**config.mk**
```make
export PLATFORM = sky130hd
export DESIGN_NAME = alu_op_sequencer
export DESIGN_NICKNAME = d
export VERILOG_FILES = /design/src/rtl/alu_op_sequencer.sv
export SDC_FILE = /design/constraint.sdc
export NUM_CORES = 1
export LEC_CHECK = 0
export CORE_MARGIN = 8
export CORE_UTILIZATION = 44
export CTS_BUF_LIST = sky130_fd_sc_hd__clkbuf_2 sky130_fd_sc_hd__clkbuf_4 sky130_fd_sc_hd__clkbuf_8
export CTS_CLUSTER_SIZE = 8
export DETAILED_ROUTE_END_ITERATION = 8
export PLACE_DENSITY = 0.89
export SLEW_MARGIN = 25
export SYNTH_ARGS = -nofsm -noshare
export SYNTH_HDL_FRONTEND = slang
export SYNTH_SLANG_ARGS = --single-unit
export TNS_END_PERCENT = 10
```
**constraint.sdc**
```tcl
create_clock -name clk -period 1.89 [get_ports clk]
set_input_delay 0.2835 -clock clk [delete_from_list [all_inputs] [get_ports clk]]
set_output_delay 0.2835 -clock clk [all_outputs]
set_load 0.01 [all_outputs]
```
**src/rtl/alu_op_sequencer.sv**
```systemverilog
`default_nettype none
// ============================================================================
//  Module      : alu_op_sequencer
//  Description : Issue stage for the 8-bit ALU. Takes opcode/operand commands
//                over valid/ready, registers them onto the ALU inputs, and
//                captures the ALU result one cycle later. Results leave over
//                a valid/ready port. The last result is kept in an
//                accumulator so commands can chain, and completed handoffs
//                are counted.
//  Revision    : 1.0 - initial release
// ============================================================================
module alu_op_sequencer #(
    parameter int         CNT_W    = 16,
    parameter logic [7:0] ACC_INIT = 8'h00
) (
    input  logic             clk,
    input  logic             rst,
    input  logic             cmd_valid,
    output logic             cmd_ready,
    input  logic [3:0]       cmd_op,
    input  logic [7:0]       cmd_a,
    input  logic [7:0]       cmd_b,
    input  logic             cmd_chain,
    output logic [7:0]       alu_a,
    output logic [7:0]       alu_b,
    output logic [3:0]       alu_sel,
    input  logic [7:0]       alu_out,
    input  logic             alu_carry,
    input  logic             alu_zero,
    output logic             res_valid,
    input  logic             res_ready,
    output logic [7:0]       res_data,
    output logic             res_carry,
    output logic             res_zero,
    output logic             res_illegal,
    output logic [7:0]       acc,
    output logic [CNT_W-1:0] ops_done
);

    typedef enum logic [1:0] {
        S_IDLE  = 2'd0,
        S_DRIVE = 2'd1,
        S_HOLD  = 2'd2
    } state_t;

    localparam logic [3:0]       C_MAX_LEGAL_OP = 4'hC;
    localparam logic [CNT_W-1:0] C_CNT_ONE      = {{(CNT_W-1){1'b0}}, 1'b1};

    state_t           r_state;
    state_t           w_state_next;
    logic             w_accept;
    logic             w_handoff;
    logic             r_illegal;
    logic [7:0]       r_alu_a;
    logic [7:0]       r_alu_b;
    logic [3:0]       r_alu_sel;
    logic             r_res_valid;
    logic [7:0]       r_res_data;
    logic             r_res_carry;
    logic             r_res_zero;
    logic             r_res_illegal;
    logic [7:0]       r_acc;
    logic [CNT_W-1:0] r_ops_done;

    // State register.
    always_ff @(posedge clk) begin
        if (rst) begin
            r_state <= S_IDLE;
        end else begin
            r_state <= w_state_next;
        end
    end

    // Next state plus handshake decode; res_ready reaches cmd_ready combinationally
    // so a new command can enter in the same cycle the previous result leaves.
    always_comb begin
        w_state_next = r_state;
        cmd_ready    = 1'b0;
        w_handoff    = 1'b0;
        case (r_state)
            S_IDLE: begin
                cmd_ready = !rst;
            end
            S_HOLD: begin
                cmd_ready = !rst && res_ready;
                w_handoff = res_ready;
            end
            default: begin
                cmd_ready = 1'b0;
            end
        endcase
        w_accept = cmd_valid && cmd_ready;
        case (r_state)
            S_IDLE:  if (w_accept) w_state_next = S_DRIVE;
            S_DRIVE: w_state_next = S_HOLD;
            S_HOLD: begin
                if (res_ready) begin
                    w_state_next = cmd_valid ? S_DRIVE : S_IDLE;
                end
            end
            default: w_state_next = S_IDLE;
        endcase
    end

    // Datapath: latch command on accept, capture ALU result out of DRIVE,
    // retire the result and count it on handoff.
    always_ff @(posedge clk) begin
        if (rst) begin
            r_alu_a       <= 8'h00;
            r_alu_b       <= 8'h00;
            r_alu_sel     <= 4'h0;
            r_illegal     <= 1'b0;
            r_res_valid   <= 1'b0;
            r_res_data    <= 8'h00;
            r_res_carry   <= 1'b0;
            r_res_zero    <= 1'b0;
            r_res_illegal <= 1'b0;
            r_acc         <= ACC_INIT;
            r_ops_done    <= '0;
        end else begin
            if (w_accept) begin
                // In the HOLD->DRIVE overlap r_acc already holds the result being handed off.
                r_alu_a   <= cmd_chain ? r_acc : cmd_a;
                r_alu_b   <= cmd_b;
                r_alu_sel <= cmd_op;
                r_illegal <= (cmd_op > C_MAX_LEGAL_OP);
            end
            if (r_state == S_DRIVE) begin
                r_res_valid   <= 1'b1;
                r_res_data    <= alu_out;
                r_res_carry   <= alu_carry;
                r_res_zero    <= alu_zero;
                r_res_illegal <= r_illegal;
                r_acc         <= alu_out;
            end else if (w_handoff) begin
                r_res_valid <= 1'b0;
                r_ops_done  <= r_ops_done + C_CNT_ONE;
            end
        end
    end

    assign alu_a       = r_alu_a;
    assign alu_b       = r_alu_b;
    assign alu_sel     = r_alu_sel;
    assign res_valid   = r_res_valid;
    assign res_data    = r_res_data;
    assign res_carry   = r_res_carry;
    assign res_zero    = r_res_zero;
    assign res_illegal = r_res_illegal;
    assign acc         = r_acc;
    assign ops_done    = r_ops_done;

endmodule
`default_nettype wire

```
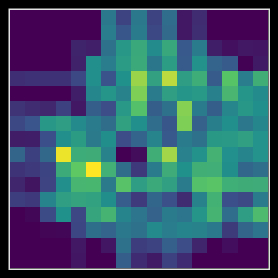
(images/wire_density.png)
(3 px per µm) The die is cut into 17 by 17 equal tiles; dark purple is low, yellow is high, scaled to the fullest tile. Values are wire area over tile area, all layers added.
densest ninth of the die: east
tiles over half the peak: 25%
nearly empty tiles: 20%
fullest tile: 0.40
emptiest ninth of the die: north-west
mean over tiles: 0.13
Via Count: 1957
drt wl/cell: 14.3 µm
routed wire length: 5800 µm

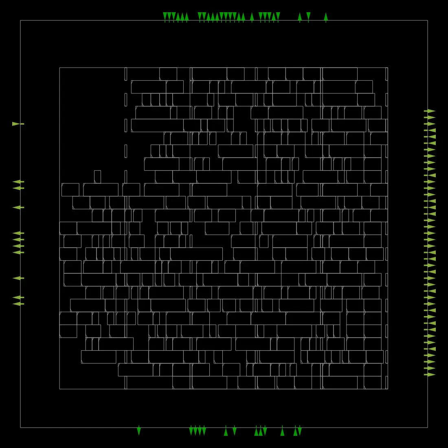
(images/final_placement.png)
flop share of the area: 0.312
well tap count: 67

==> area by class of cell <==
| cell class | instances | area share |
|---|---|---|
| clock buffer | 6 | 0.0233 |
| clock inverter | 2 | 0.0184 |
| inverter | 3 | 0.00497 |
| multi-input combinational | 170 | 0.301 |
| sequential | 51 | 0.312 |
| tap | 67 | 0.0256 |
| timing repair buffer | 106 | 0.315 |
==> worst min-delay path: stages <==
cell and delay [ns]:
buf_2 0.11, or4b_4 0.15, inv_6 0.07
==> power groups by stage <==
stage	clock [µW]	sequential, µW	combinational [µW]
CTS	925	1140	344
global placement	0	1160	335
floorplan	0	1180	144
finish	903	1140	340
detailed placement	0	1170	344
global route	959	1150	367
==> impl_metrics.csv <==
group,metric,value,unit
die,pin_count,92,
logic_synthesis,top_cells_by_area,"dfxtp_1 47%, nand2_1 8.8%, a21oi_1 6.5%",
route,wl_met1,2550,µm
die,core,4720,µm²
clock_network,cts_root_buffer,"clkbuf_8",
clock_network,ctsHoldBuffers,0,
clock_network,cts_resized,1,
logic_synthesis,synth.largest_area_cell,"dfxtp_1",
logic_synthesis,synthArstFlopShare,0,
final_timing,fin_tns_setup,0,ns
layout,fillerInstances,387,
final_timing,finalWorstSetupSlack,0.238,ns
logic_synthesis,edf_count,0,
placement,dp_cells,397,
worst_setup_path,path_max_fanout,3,
logic_synthesis,synth_area_per_cell,8.80,µm²
worst_setup_path,r2r_slack,0.30,ns
logic_synthesis,top_cell_area_share,0.471,
logic_synthesis,syn_inst,246,
final_timing,rsz0062_at_grt,"false",
layout,final_cell_mix,"89 x clkdlybuf4s50_1, 51 x nand2_1, 51 x dfxtp_1",
worst_setup_path,cp-start-kind,"primary input",
logic_synthesis,ys.flops,51,
final_timing,relSlewSlack,0.699,
final_timing,holdWs,0.363,ns
placement,dpl.hpwl,4500,µm
layout,n_antenna_cell,0,
power_and_ir_drop,pwr-share-seq,0.478,
status,outcome,"finished clean",
final_timing,finClkSkew,0.00992,ns
hold_path,worstHoldStart,"rst",
global_routing,grt_util_all_layers,0.150,
worst_setup_path,path_delay_family,"buffers and inverters",
clock_network,cts.sinks,51,
job,warning_count,26,
clock_network,cts_tree,"done",
final_timing,min_period,1.65,ns
Power and IR drop assume default switching activity.
